### Cell area per tile

The bar under the picture is 50 µm long. The die is cut into 14 by 14 equal tiles; dark blue is low, red is high, 0 to 100% covered.
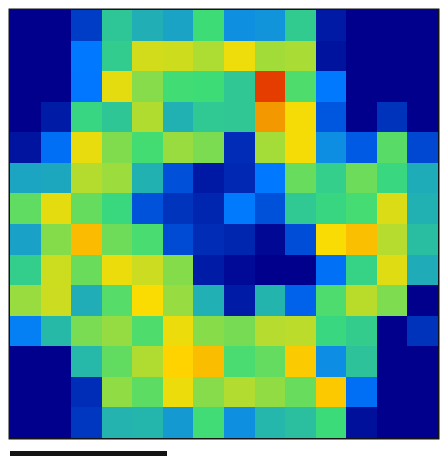
### Metal 2

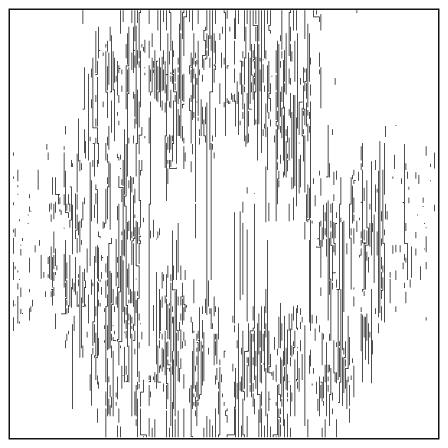
--- config.mk ---
export PLATFORM = sky130hd
export DESIGN_NAME = riscv_trap_ctrl_flat
export DESIGN_NICKNAME = d
export VERILOG_FILES = /design/src/rtl/riscv_trap_ctrl_if.sv /design/src/rtl/riscv_trap_ctrl.sv /design/src/flat_wrapper.sv
export SDC_FILE = /design/constraint.sdc
export NUM_CORES = 1
export LEC_CHECK = 0
export CAP_MARGIN = 20
export CORE_MARGIN = 2
export CORE_UTILIZATION = 30
export DETAILED_ROUTE_END_ITERATION = 10
export PLACE_DENSITY = 0.65
export SLEW_MARGIN = 20
export SYNTH_ARGS = -nofsm -noshare
export SYNTH_HDL_FRONTEND = slang
export SYNTH_SLANG_ARGS = --single-unit
--- constraint.sdc ---
create_clock -name clk_i -period 4.38 [get_ports clk_i]
set_input_delay 0.876 -clock clk_i [delete_from_list [all_inputs] [get_ports clk_i]]
set_output_delay 0.876 -clock clk_i [all_outputs]
set_load 0.005 [all_outputs]
--- src/rtl/riscv_trap_ctrl_if.sv ---
// Core-side trap interface: interrupt handshake, instruction boundary, mret,
// CSR access and fetch redirect. master = pipeline/controller side, slave = trap block.
interface riscv_trap_ctrl_if;
   logic        irq_exec_i;
   logic [4:0]  irq_cause_i;
   logic        irq_ack_o;
   logic        mie_o;
   logic        boundary_valid_i;
   logic [31:0] boundary_pc_i;
   logic        mret_i;
   logic        csr_we_i;
   logic [11:0] csr_addr_i;
   logic [31:0] csr_wdata_i;
   logic [31:0] csr_rdata_o;
   logic        redirect_valid_o;
   logic [31:0] redirect_pc_o;
   logic        trap_active_o;

   modport master (
      output irq_exec_i, irq_cause_i, boundary_valid_i, boundary_pc_i, mret_i,
             csr_we_i, csr_addr_i, csr_wdata_i,
      input  irq_ack_o, mie_o, csr_rdata_o, redirect_valid_o, redirect_pc_o, trap_active_o
   );

   modport slave (
      input  irq_exec_i, irq_cause_i, boundary_valid_i, boundary_pc_i, mret_i,
             csr_we_i, csr_addr_i, csr_wdata_i,
      output irq_ack_o, mie_o, csr_rdata_o, redirect_valid_o, redirect_pc_o, trap_active_o
   );
endinterface

--- src/rtl/riscv_trap_ctrl.sv ---
// Machine-mode trap entry / mret sequencer owning mstatus, mtvec, mepc and mcause.
// Takes a pending interrupt at the next instruction boundary and acks the controller.
module riscv_trap_ctrl #(
   parameter logic [31:0] MTVEC_RESET = 32'h0000_0000,
   parameter bit          VECTORED_EN = 1'b1
) (
   input  logic                    clk_i,
   input  logic                    rst_i,
   riscv_trap_ctrl_if.slave        bus
);

   localparam logic [11:0] CSR_MSTATUS = 12'h300;
   localparam logic [11:0] CSR_MTVEC   = 12'h305;
   localparam logic [11:0] CSR_MEPC    = 12'h341;
   localparam logic [11:0] CSR_MCAUSE  = 12'h342;

   localparam logic RESET_VEC = VECTORED_EN && (MTVEC_RESET[1:0] == 2'b01);

   typedef enum logic [1:0] {
      IDLE,
      WAIT_BND,
      ENTER
   } state_e;

   state_e      state_q, state_d;
   logic        mie_q, mie_d;
   logic        mpie_q, mpie_d;
   logic [29:0] mtvec_base_q, mtvec_base_d;
   logic        mtvec_vec_q, mtvec_vec_d;
   logic [29:0] mepc_q, mepc_d;
   logic        mcause_irq_q, mcause_irq_d;
   logic [4:0]  mcause_code_q, mcause_code_d;
   logic        ret_valid_q, ret_valid_d;
   logic [31:0] ret_pc_q, ret_pc_d;

   logic [31:0] trap_pc;
   logic        unused_pc_low;

   assign unused_pc_low = ^bus.boundary_pc_i[1:0];

   always_ff @(posedge clk_i) begin
      if (rst_i) begin
         state_q       <= IDLE;
         mie_q         <= 1'b0;
         mpie_q        <= 1'b0;
         mtvec_base_q  <= MTVEC_RESET[31:2];
         mtvec_vec_q   <= RESET_VEC;
         mepc_q        <= '0;
         mcause_irq_q  <= 1'b0;
         mcause_code_q <= '0;
         ret_valid_q   <= 1'b0;
         ret_pc_q      <= '0;
      end else begin
         state_q       <= state_d;
         mie_q         <= mie_d;
         mpie_q        <= mpie_d;
         mtvec_base_q  <= mtvec_base_d;
         mtvec_vec_q   <= mtvec_vec_d;
         mepc_q        <= mepc_d;
         mcause_irq_q  <= mcause_irq_d;
         mcause_code_q <= mcause_code_d;
         ret_valid_q   <= ret_valid_d;
         ret_pc_q      <= ret_pc_d;
      end
   end

   // Software write first; hardware trap/mret updates below override it field by field.
   always_comb begin
      state_d       = state_q;
      mie_d         = mie_q;
      mpie_d        = mpie_q;
      mtvec_base_d  = mtvec_base_q;
      mtvec_vec_d   = mtvec_vec_q;
      mepc_d        = mepc_q;
      mcause_irq_d  = mcause_irq_q;
      mcause_code_d = mcause_code_q;
      ret_valid_d   = 1'b0;
      ret_pc_d      = '0;

      if (bus.csr_we_i) begin
         case (bus.csr_addr_i)
            CSR_MSTATUS: begin
               mie_d  = bus.csr_wdata_i[3];
               mpie_d = bus.csr_wdata_i[7];
            end
            CSR_MTVEC: begin
               mtvec_base_d = bus.csr_wdata_i[31:2];
               mtvec_vec_d  = VECTORED_EN && (bus.csr_wdata_i[1:0] == 2'b01);
            end
            CSR_MEPC: mepc_d = bus.csr_wdata_i[31:2];
            CSR_MCAUSE: begin
               mcause_irq_d  = bus.csr_wdata_i[31];
               mcause_code_d = bus.csr_wdata_i[4:0];
            end
            default: ;
         endcase
      end

      case (state_q)
         IDLE: begin
            if (bus.mret_i) begin
               mie_d       = mpie_q;
               mpie_d      = 1'b1;
               ret_valid_d = 1'b1;
               ret_pc_d    = {mepc_q, 2'b00};
            end else if (bus.irq_exec_i && mie_q) begin
               state_d = WAIT_BND;
            end
         end
         WAIT_BND: begin
            if (!bus.irq_exec_i) begin
               state_d = IDLE;
            end else if (bus.boundary_valid_i) begin
               mepc_d        = bus.boundary_pc_i[31:2];
               mcause_irq_d  = 1'b1;
               mcause_code_d = bus.irq_cause_i;
               mpie_d        = mie_q;
               mie_d         = 1'b0;
               state_d       = ENTER;
            end
         end
         ENTER:   state_d = IDLE;
         default: state_d = IDLE;
      endcase
   end

   // mcause code holds the cause captured at the boundary, i.e. the held irq_cause_i.
   always_comb begin
      trap_pc = {mtvec_base_q, 2'b00};
      if (mtvec_vec_q) begin
         trap_pc = {mtvec_base_q, 2'b00} + {25'b0, mcause_code_q, 2'b00};
      end
   end

   always_comb begin
      bus.irq_ack_o        = (state_q == ENTER);
      bus.redirect_valid_o = (state_q == ENTER) || ret_valid_q;
      bus.redirect_pc_o    = (state_q == ENTER) ? trap_pc : ret_pc_q;
      bus.trap_active_o    = (state_q != IDLE);
      bus.mie_o            = mie_q;
   end

   always_comb begin
      bus.csr_rdata_o = '0;
      case (bus.csr_addr_i)
         CSR_MSTATUS: begin
            bus.csr_rdata_o[12:11] = 2'b11;
            bus.csr_rdata_o[7]     = mpie_q;
            bus.csr_rdata_o[3]     = mie_q;
         end
         CSR_MTVEC:  bus.csr_rdata_o = {mtvec_base_q, 1'b0, mtvec_vec_q};
         CSR_MEPC:   bus.csr_rdata_o = {mepc_q, 2'b00};
         CSR_MCAUSE: bus.csr_rdata_o = {mcause_irq_q, 26'b0, mcause_code_q};
         default:    bus.csr_rdata_o = '0;
      endcase
   end

endmodule

--- src/flat_wrapper.sv ---
// flat-port wrapper written by rule: the top's interface ports become plain ports
module riscv_trap_ctrl_flat 
#(
   parameter logic [31:0] MTVEC_RESET = 32'h0000_0000,
   parameter bit          VECTORED_EN = 1'b1
)
  (clk_i, rst_i, bus_irq_exec_i, bus_irq_cause_i, bus_boundary_valid_i, bus_boundary_pc_i, bus_mret_i, bus_csr_we_i, bus_csr_addr_i, bus_csr_wdata_i, bus_irq_ack_o, bus_mie_o, bus_csr_rdata_o, bus_redirect_valid_o, bus_redirect_pc_o, bus_trap_active_o);
  riscv_trap_ctrl_if bus_i ();
  input  logic clk_i;
  input  logic rst_i;
  input wire logic [$bits(bus_i.irq_exec_i)-1:0] bus_irq_exec_i;
  input wire logic [$bits(bus_i.irq_cause_i)-1:0] bus_irq_cause_i;
  input wire logic [$bits(bus_i.boundary_valid_i)-1:0] bus_boundary_valid_i;
  input wire logic [$bits(bus_i.boundary_pc_i)-1:0] bus_boundary_pc_i;
  input wire logic [$bits(bus_i.mret_i)-1:0] bus_mret_i;
  input wire logic [$bits(bus_i.csr_we_i)-1:0] bus_csr_we_i;
  input wire logic [$bits(bus_i.csr_addr_i)-1:0] bus_csr_addr_i;
  input wire logic [$bits(bus_i.csr_wdata_i)-1:0] bus_csr_wdata_i;
  output wire logic [$bits(bus_i.irq_ack_o)-1:0] bus_irq_ack_o;
  output wire logic [$bits(bus_i.mie_o)-1:0] bus_mie_o;
  output wire logic [$bits(bus_i.csr_rdata_o)-1:0] bus_csr_rdata_o;
  output wire logic [$bits(bus_i.redirect_valid_o)-1:0] bus_redirect_valid_o;
  output wire logic [$bits(bus_i.redirect_pc_o)-1:0] bus_redirect_pc_o;
  output wire logic [$bits(bus_i.trap_active_o)-1:0] bus_trap_active_o;
  assign bus_i.irq_exec_i = bus_irq_exec_i;
  assign bus_i.irq_cause_i = bus_irq_cause_i;
  assign bus_i.boundary_valid_i = bus_boundary_valid_i;
  assign bus_i.boundary_pc_i = bus_boundary_pc_i;
  assign bus_i.mret_i = bus_mret_i;
  assign bus_i.csr_we_i = bus_csr_we_i;
  assign bus_i.csr_addr_i = bus_csr_addr_i;
  assign bus_i.csr_wdata_i = bus_csr_wdata_i;
  assign bus_irq_ack_o = bus_i.irq_ack_o;
  assign bus_mie_o = bus_i.mie_o;
  assign bus_csr_rdata_o = bus_i.csr_rdata_o;
  assign bus_redirect_valid_o = bus_i.redirect_valid_o;
  assign bus_redirect_pc_o = bus_i.redirect_pc_o;
  assign bus_trap_active_o = bus_i.trap_active_o;
  riscv_trap_ctrl #(.MTVEC_RESET(MTVEC_RESET), .VECTORED_EN(VECTORED_EN)) u_core (.clk_i(clk_i), .rst_i(rst_i), .bus(bus_i));
endmodule
==> changes_impl.md <==
### Metrics

- Multi-input combinational gate total: 501
- Global route hottest layer: met2
- Fp_density: 0.306
- Mux share of post-synthesis cell area: 0.0133
- Critical path, cell by cell: clkdlybuf4s50_1, nand4bb_1, nor4b_4, and2_1, buf_12, a222oi_1, inv_1, clkdlybuf4s50_1
- Port buffer count: 150
- Share of the core filled with cells: 0.421
- Number of cells in Yosys stat: 663
- CP most frequent cell: clkdlybuf4s50_1
- Routing usage on met2: 0.306
- Die ar.: 0.0186 mm²
- Adder Area Share: 0.0157
- Sw Share: 0.209
- Share of total power in combinational logic: 0.065
- Total congestion overflow after global routing: 0
- Number of buffers on the longest clock path: 2
- Int Power: 1.56 mW
- Clock latency on the worst-skew pair: 0.35 ns
- Number of gates resized after CTS: 0
- And-or/or-and share of the synthesized area: 0.207
- Core outline area: 0.0172 mm²
- Result of the run: finished clean
- Total of endpoints with negative setup slack in the final report: 0
- Final number of hold-violating endpoints: 0
- Total power: 1.97 mW
- CTS tree: built
- Top cells by count, synth: nand2_1, dfxtp_1, nor2_1
- Synth Seq Share: 0.388
- Uppermost signal routing layer after detailed routing: met4
- Initial antenna violation count: 0
- Launch point of the critical path: bus_csr_addr_i[11]
- Die Y: 137 µm
- YS warnings: 0
- Pre-antenna DRT Iters: 6
- Sequential logic power: 0.935 mW
Notes on 'Cell area per tile' above:
18% of the tiles are nearly empty. The mean over all tiles is 37%. The fullest tile reaches 93%. The emptiest ninth of the die: north-east. 4.1% of the tiles are over 75% full.

Notes on 'Metal 2' above:
The longest straight run is 67.7 µm. 669 nets have wire on it. The layer holds 49% of the routed length. The layer carries 8,290 µm of wire. The wires run mostly vertical.

Power figures rest on the tool's default switching activity, not on a simulated workload.
